### src/rtl/hazard_ctrl.sv
// Pipeline hazard controller: load-use bubbles, branch-flush drain and LSU back-pressure hold.
// Exposes FSM state and a saturating stall/bubble counter for observability.
module hazard_ctrl #(
   parameter int FLUSH_CYCLES = 2
) (
   input  logic        CLK,
   input  logic        RST,
   input  logic        inst_vld,
   input  logic [4:0]  rs1_p,
   input  logic [4:0]  rs2_p,
   input  logic        rs1_ren_p,
   input  logic        rs2_ren_p,
   input  logic        ex_vld,
   input  logic [4:0]  ex_rd,
   input  logic        ex_rd_wen,
   input  logic        ex_is_load,
   input  logic        alu_flush,
   input  logic        lsu_ready,
   input  logic        stall_cnt_clr,
   output logic        nop_insert,
   output logic        if_hold,
   output logic        flush_busy,
   output logic [1:0]  state,
   output logic [15:0] stall_cnt
);

   typedef enum logic [1:0] {
      RUN      = 2'd0,
      FLUSH    = 2'd1,
      LSU_WAIT = 2'd2
   } state_t;

   localparam logic [3:0] RELOAD = 4'(FLUSH_CYCLES - 1);

   state_t      state_q;
   logic [3:0]  cnt_q;
   logic        hazard;
   logic        rs1_hit;
   logic        rs2_hit;

   assign rs1_hit = rs1_ren_p && (rs1_p == ex_rd);
   assign rs2_hit = rs2_ren_p && (rs2_p == ex_rd);
   assign hazard  = inst_vld && ex_vld && ex_is_load && ex_rd_wen &&
                    (ex_rd != 5'd0) && (rs1_hit || rs2_hit);

   assign state = state_q;

   // lsu_ready is a level: low means the LSU refuses work and fetch/decode must hold.
   // Priority everywhere is alu_flush, then ~lsu_ready, then hazard; RST gates all outputs.
   always_comb begin
      nop_insert = 1'b0;
      if_hold    = 1'b0;
      flush_busy = 1'b0;
      if (!RST) begin
         case (state_q)
            RUN, LSU_WAIT: begin
               if (alu_flush) begin
                  nop_insert = 1'b1;
                  flush_busy = 1'b1;
               end else if (!lsu_ready) begin
                  if_hold = 1'b1;
               end else if (state_q == RUN && hazard) begin
                  nop_insert = 1'b1;
                  if_hold    = 1'b1;
               end
            end
            FLUSH: begin
               nop_insert = 1'b1;
               flush_busy = 1'b1;
            end
            default: ;
         endcase
      end
   end

   // Leaving FLUSH when the counter is at or below 1 makes the alu_flush cycle
   // plus the FLUSH cycles total exactly FLUSH_CYCLES bubbles (2 when FLUSH_CYCLES=1).
   always_ff @(posedge CLK or posedge RST) begin
      if (RST) begin
         state_q <= RUN;
         cnt_q   <= 4'd0;
      end else begin
         case (state_q)
            RUN, LSU_WAIT: begin
               if (alu_flush) begin
                  state_q <= FLUSH;
                  cnt_q   <= RELOAD;
               end else if (!lsu_ready) begin
                  state_q <= LSU_WAIT;
               end else begin
                  state_q <= RUN;
               end
            end
            FLUSH: begin
               if (alu_flush) begin
                  cnt_q <= RELOAD;
               end else if (cnt_q <= 4'd1) begin
                  state_q <= RUN;
                  cnt_q   <= 4'd0;
               end else begin
                  cnt_q <= cnt_q - 4'd1;
               end
            end
            default: begin
               state_q <= RUN;
               cnt_q   <= 4'd0;
            end
         endcase
      end
   end

   always_ff @(posedge CLK or posedge RST) begin
      if (RST) begin
         stall_cnt <= 16'd0;
      end else if (stall_cnt_clr) begin
         stall_cnt <= 16'd0;
      end else if ((nop_insert || if_hold) && stall_cnt != 16'hFFFF) begin
         stall_cnt <= stall_cnt + 16'd1;
      end
   end

endmodule

### config.mk
export PLATFORM = sky130hd
export DESIGN_NAME = hazard_ctrl
export DESIGN_NICKNAME = d
export VERILOG_FILES = /design/src/rtl/hazard_ctrl.sv
export SDC_FILE = /design/constraint.sdc
export NUM_CORES = 1
export LEC_CHECK = 0
export CORE_MARGIN = 1
export CORE_UTILIZATION = 25
export DETAILED_ROUTE_END_ITERATION = 8
export GPL_TIMING_DRIVEN = 0
export PLACE_DENSITY = 0.48
export SLEW_MARGIN = 20
export SYNTH_ARGS = -nofsm -noshare
export SYNTH_HDL_FRONTEND = slang
export SYNTH_SLANG_ARGS = --single-unit
export TNS_END_PERCENT = 30
### constraint.sdc
create_clock -name CLK -period 3.7 [get_ports CLK]
set_clock_uncertainty 0.15 [all_clocks]
set_input_delay 0.37 -clock CLK [delete_from_list [all_inputs] [get_ports CLK]]
set_output_delay 0.37 -clock CLK [all_outputs]
set_load 0.02 [all_outputs]
==> run_1/gates.png <==
Scale: 6 px per um.
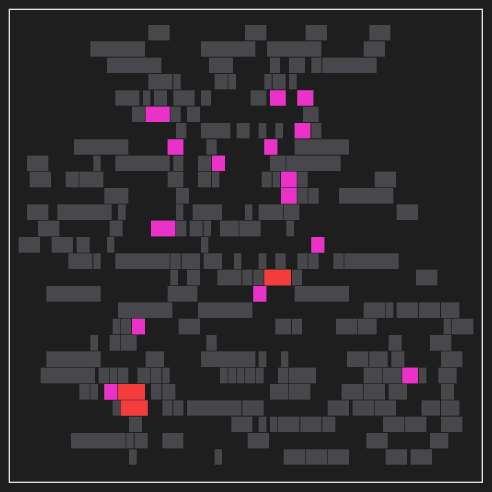
[and/or cells] magenta | cells: 15 | most used: or4_1
[fa/ha/maj cells] red | cells: 3 | most used: ha_1
Commonest Layout Cell: clkdlybuf4s50_1
Final Non-Filler Cells: 290
combinational share of cell area: 41.54%

==> run_1/sizing.png <==
Scale: 6 px per um.
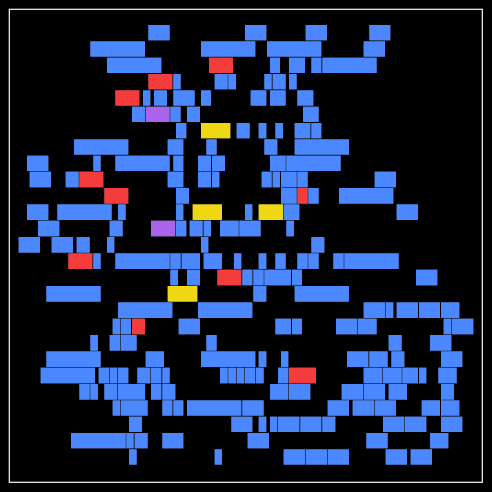
[x2] red | cells: 10 | most used: mux2_2
[x6 and larger] yellow | cells: 4 | most used: clkbuf_8
[x3 and x4] purple | cells: 2
[x1 and smaller] blue | cells: 202 | most used: clkdlybuf4s50_1

==> run_1/pinout.png <==
Scale: 6 px per um. Pins as bars across the die edge, other pins in gray.
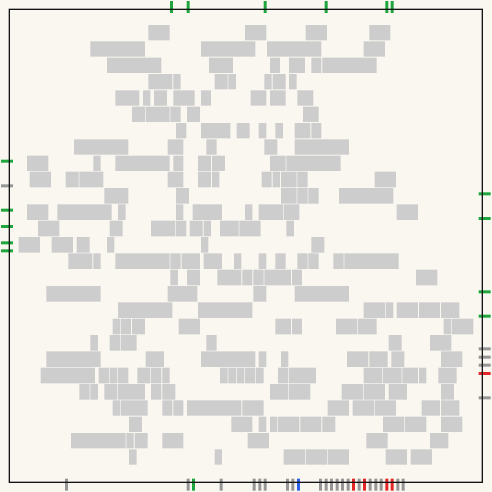
[stall_cnt] green | pins: 16 | direction: output | edge: 6 top, 5 left, 4 right, 1 bottom
[lsu_ready] blue | pins: 1 | direction: input | edge: bottom
[ex_rd] red | pins: 5 | direction: input | edge: 4 bottom, 1 right
all pins by edge: 26 bottom, 9 right, 6 top, 6 left

run 1: state kept, by name (all words and copies together), names as in the netlist:
| signal | cells |
|---|---|
| state | 2 |
| stall_cnt | 16 |
| cnt_q | 4 |
run 1: per-layer routing:
| layer | track usage (%) | routed length (um) | vias to the layer above |
|---|---|---|---|
| li1 | - | - | 722 |
| met1 | 17.91 | 1914 | 655 |
| met2 | 21.74 | 1860 | 26 |
| met3 | 1.512 | 115 | 2 |
| met4 | 5.926 | 43 | 0 |
| met5 | 0 | 0 | - |
run 1: power groups by stage:
stage                     Sequential [mW]  Clock, mW  Combinational [mW]
after floorplan                     0.266          0              0.0693
after global placement              0.263          0               0.135
after detailed placement            0.263          0               0.135
after CTS                           0.258      0.160               0.136
after global routing                0.260      0.170               0.150
final                               0.258      0.155               0.134
run 1: cell usage in the layout (no fill, tap or decap), types with 4 or more instances in the layout:
| master | n |
|---|---|
| nand2_1 | 13 |
| o21ai_0 | 4 |
| clkbuf_1 | 8 |
| o31ai_1 | 6 |
| clkdlybuf4s50_1 | 45 |
| nor2b_1 | 8 |
| nand4_1 | 4 |
| or4_1 | 7 |
| nor4_1 | 5 |
| mux2_2 | 7 |
| xnor2_1 | 10 |
| nor2_1 | 15 |
| nand3_1 | 9 |
| inv_1 | 5 |
| a21oi_1 | 17 |
| dfrtp_1 | 22 |
run 1: layout make-up:
type,instances,area (sq um),area share [%]
tap,72,90.09,4.398
clock buffer,3,41.29,2.016
multi-input combinational,133,850.8,41.54
timing repair buffer,45,450.4,21.99
buffer,10,46.29,2.260
sequential,22,550.5,26.88
inverter,5,18.77,0.9163
run 1: critical path: stages:
cell             delay, ns
clkdlybuf4s50_1       0.54
xnor2_1               0.14
nand4_1               0.12
o22ai_1               0.30
nand2_1               0.08
a2111oi_0             0.42
clkdlybuf4s50_1       0.68
==> impl_metrics.yaml, run 1 <==
# synthesis and place-and-route metrics
status:
  status: "finished, final reports clean"
die:
  die_h_um: 78.59
  die_area_sq_um: 6176
  core_sq_um: 5574
  row_count: 27
  fp_util_pct: 26.31
routing:
  antenna_left: 0
  vias: 1405
  dr.pass1.iters: 4
  drt_iter0_drc: 80
  wirelength_um: 3933
yosys:
  ys_chip_area_sq_um: 1466
  ys_sh_aoi_pct: 14.51
  synth-xor-area-share_pct: 5.973
  mux_share_pct: 5.375
  syn_avg_cell_area_sq_um: 8.626
  area_leaders: "dfrtp_1, xnor2_1, a21oi_1"
  top_area_share_pct: 37.54
  edf_count: 0
  ys_sh_adder_pct: 2.560
  synth.largest_area_cell: "dfrtp_1"
  synth_flops: 22
  syn_inst: 170
  yosysMostFrequentCell: "dfrtp_1"
  yosysSeqAreaShare_pct: 37.54
final_timing:
  max_slew_margin_pct: 40.11
  holdWs_ns: 0.3369
  slew_violations: 0
  timing.fmax_mhz: 315.6
  worst_pin_slew_ns: 0.8973
  fin_crit_ns: 3.168
  hold_violations: 0
  fin_setup_tns_ns: 0
  period_used_pct: 85.63
  final-setup-viol-count: 0
clock_network:
  clockBufferDepth: 2
  cts.sinks: 22
  cts_tree: "done"
  post_cts_buffers: 0
  cts_inserted_buffers: 3
  cts_resized: 0
  clock_latency_ns: 0.27
  cts_htree_levels: 1
  cts_root_buf: "clkbuf_8"
  clkSlewWorstSetupHoldPaths_ns: 0.08
worst_setup_path:
  r2r_start: "stall_cnt[0]"
  cp-end-kind: "output port"
  endpoint: "if_hold"
  r2r_end: "stall_cnt[15]"
  criticalPathCategory: "input pin to output port"
  startpoint: "ex_rd[0]"
  rrSetupSlack_ns: 1.20
  r2r.worst_path.cells: 7
  crit_path_max_fanout: 4
place:
  place_area_sq_um: 2007
  preCtsSetupSlack_ns: 0.3559
power_and_ir_drop:
  sw_frac_of_total_pct: 29.59
  p_total_mw: 0.5471
  intPower_mw: 0.3852
  clockPowerShare_pct: 28.3
  ir_worst_vdd_mv: 0.1013
  p_leak_nw: 0.7518
  switchingPower_mw: 0.1619
min_path:
  whs_path_depth: 2
cells_and_area:
  drive_gt1_share_pct: 7.339
  final.fill_count: 566
  fin_area_sq_um: 2048
grt:
  grt_max_degree: 24
  antenna_found_initial: 0
  grt-ovfl-total: 0
  grt_pass1_vias: 1339
job:
  warnings: 27
==> run 1 -> run 2 <==
MAX_ROUTING_LAYER = met4   (was not set)
==> run 2 against run 1 <==
Final area stayed put; area after synthesis stayed put; non-clock buffer count stayed put; sequential power hardly changed; largest power group unchanged; combinational power hardly changed; critical path depth stayed put; sequential share of layout area stayed put; critical path type unchanged; global-route usage is 0.37 points higher; sequential cell count stayed put.
==> impl_metrics.yaml, run 2 <==
# synthesis and place-and-route metrics
cells_and_area:
  layout_top_cell: "clkdlybuf4s50_1"
  num-nets-final: 249
  diodes: 0
  fin_area_sq_um: 2048
  final_cell_mix: "clkdlybuf4s50_1, dfrtp_1, a21oi_1"
  drive_gt1_share_pct: 7.339
  seq_area_sq_um: 550.5
  final_util_pct: 36.75
  mi_logic_area_sq_um: 850.8
  final_cells: 290
  regMostFlops: "stall_cnt"
  syn_to_final_growth_pct: 39.68
  largest_reg_flops: 16
clock_network:
  post_cts_buffers: 0
  cts.sinks: 22
  clkSlewWorstSetupHoldPaths_ns: 0.08
  cts_inserted_buffers: 3
  cts_htree_levels: 1
  hold_buffers: 0
  clockBufferDepth: 2
  clock_latency_ns: 0.27
  cts_tree: "done"
  cts_root_buf: "clkbuf_8"
  cts_resized: 0
yosys:
  ys_chip_area_sq_um: 1466
  synth.largest_area_cell: "dfrtp_1"
  top_area_share_pct: 37.54
  syn_avg_cell_area_sq_um: 8.626
  synth_area_sq_um: 1466
  synth_cell_types: 36
  synth_warnings: 0
  yosysSeqAreaShare_pct: 37.54
  async_flop_share_pct: 100.0
  synth_flops: 22
  yosys-top-cells-count: "dfrtp_1, a21oi_1, nor2_1"
  synthesis.nets: 199
  edf_count: 0
  yosysMostFrequentCell: "dfrtp_1"
  synth_top_flop_cell: "dfrtp_1"
  yosysCellCount: 170
  area_leaders: "dfrtp_1, xnor2_1, a21oi_1"
  syn_inst: 170
final_timing:
  slew_violations: 0
  fin_setup_tns_ns: 0
  worst_pin_slew_ns: 0.8979
  period_used_pct: 85.63
  rsz0062_at_grt: "false"
  holdWs_ns: 0.3396
  timing.fmax_mhz: 315.6
  fin_crit_ns: 3.168
  max_slew_margin_pct: 40.07
  finalWorstSetupSlack_ns: 0.5318
  final-setup-viol-count: 0
  hold_violations: 0
routing:
  drt_iter0_drc: 80
  vias: 1410
  antenna_left: 0
  wirelength_um: 3921
  drc: 0
  dr.pass1.iters: 4
  routedWlPerCell_um: 13.52
  vias_per_cell: 4.862
job:
  warnings: 27
  maxCapViolCount: 0
worst_setup_path:
  worst_path_max_delay_cell: "clkdlybuf4s50_1"
  startpoint: "ex_rd[0]"
  cpMostUsedCell: "clkdlybuf4s50_1"
  r2r_start: "stall_cnt[0]"
  cp.arrival_ns: 2.65
  path_cells: "clkdlybuf4s50_1, xnor2_1, nand4_1, o22ai_1, nand2_1, a2111oi_0, clkdlybuf4s50_1"
  crit_family: "buffers and inverters"
  crit_path_max_fanout: 4
  r2r_end: "stall_cnt[15]"
  endpoint: "if_hold"
  cp.required_ns: 3.18
  cp-end-kind: "output port"
  critPathBufInv: 2
  cp.depth: 7
  cpPeakStageDelay_ns: 0.68
  rrSetupSlack_ns: 1.20
  cp-start-kind: "input pin"
  r2r.worst_path.cells: 7
  criticalPathCategory: "input pin to output port"
place:
  place_area_sq_um: 2007
  place_inst: 287
  place_congestion: 0.8005
  hpwl_um: 2971
  preCtsSetupSlack_ns: 0.3559
grt:
  grt_max_degree: 24
  grt_util_all_layers_pct: 13.82
  antenna_found_initial: 0
  grt_first_pass_wirelength_um: 6534
  grt-ovfl-total: 0
  grt_pass1_vias: 1341
die:
  die_area_sq_um: 6176
  die_h_um: 78.59
  row_count: 27
  die_x_um: 78.59
  fp_util_pct: 26.31
power_and_ir_drop:
  ir_worst_vdd_mv: 0.1005
  p_total_mw: 0.5467
  power_density_nw_per_um2: 266.9
  p_leak_nw: 0.7518
status:
  status: "finished, final reports clean"
min_path:
  holdCritPathClass: "input pin to flop"
  whs_path_depth: 2
[run 2: cell counts after synthesis]
No cell type changed its count.
[run 2: final cells by class]
type	count	share of cell area [%]
plain buffers	10	2.260
clock buffers	3	2.016
inverters	5	0.9163
multi-input cells	133	41.54
flip-flops and latches	22	26.88
well taps	72	4.398
repair buffers	45	21.99
[run 2: kinds of logic (layout without fill, tap and decap cells)]
| kind of cell | count (synthesis) | count (layout) | share of synthesized area [%] |
|---|---|---|---|
| muxes | 7 | 7 | 5.376 |
| xor gates and xnor gates | 10 | 10 | 5.972 |
| adders and majority gates | 3 | 3 | 2.560 |
| buffers and inverters | 15 | 63 | 4.437 |
| and+or+nand+nor | 78 | 78 | 29.61 |
| AOI/OAI and AO/OA | 35 | 35 | 14.51 |
| DFF | 22 | 22 | 37.54 |
[run 2: worst min path at each step]
stage,to,start,slack (ns)
after floorplan,cnt_q[0],RST,0.22
after detailed placement,cnt_q[1],cnt_q[1],0.40
after global placement,cnt_q[1],cnt_q[1],0.39
after global routing,cnt_q[2],alu_flush,0.38
final,cnt_q[2],alu_flush,0.34
after CTS,cnt_q[2],alu_flush,0.35
[run 2: per-layer routing]
| layer | vias to the layer above | wire [um] | GRT usage, % |
|---|---|---|---|
| met3 | 2 | 114 | 1.512 |
| li1 | 723 | - | - |
| met5 | - | 0 | - |
| met2 | 26 | 1853 | 21.74 |
| met1 | 659 | 1909 | 17.91 |
| met4 | 0 | 43 | 5.926 |
[run 2: power breakdown]
group          switching [mW]  leakage [nW]  internal [mW]
clock                  0.0817        0.0216         0.0729
combinational          0.0699         0.430         0.0642
sequential            0.00984         0.300          0.248
total                   0.162         0.752          0.385
==> run_2/port_trees.png <==
Scale: 4 px per um.
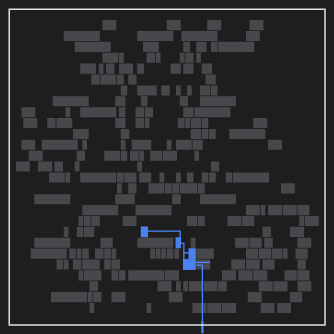
[lsu_ready] blue | bits: 1 | direction: input | edge: bottom | end cells: 4 | buffers: 1 | wire: 44.1 um
# port buffers: 45
IO Pins: 47

==> run_2/placed.png <==
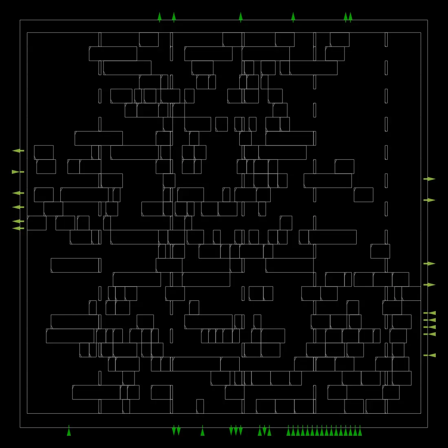
tap cells: 72
core area: 5574 sq um
sequential share of cell area: 26.88%
Fill cells: 566

Power figures rest on the tool's default switching activity, not on a simulated workload.
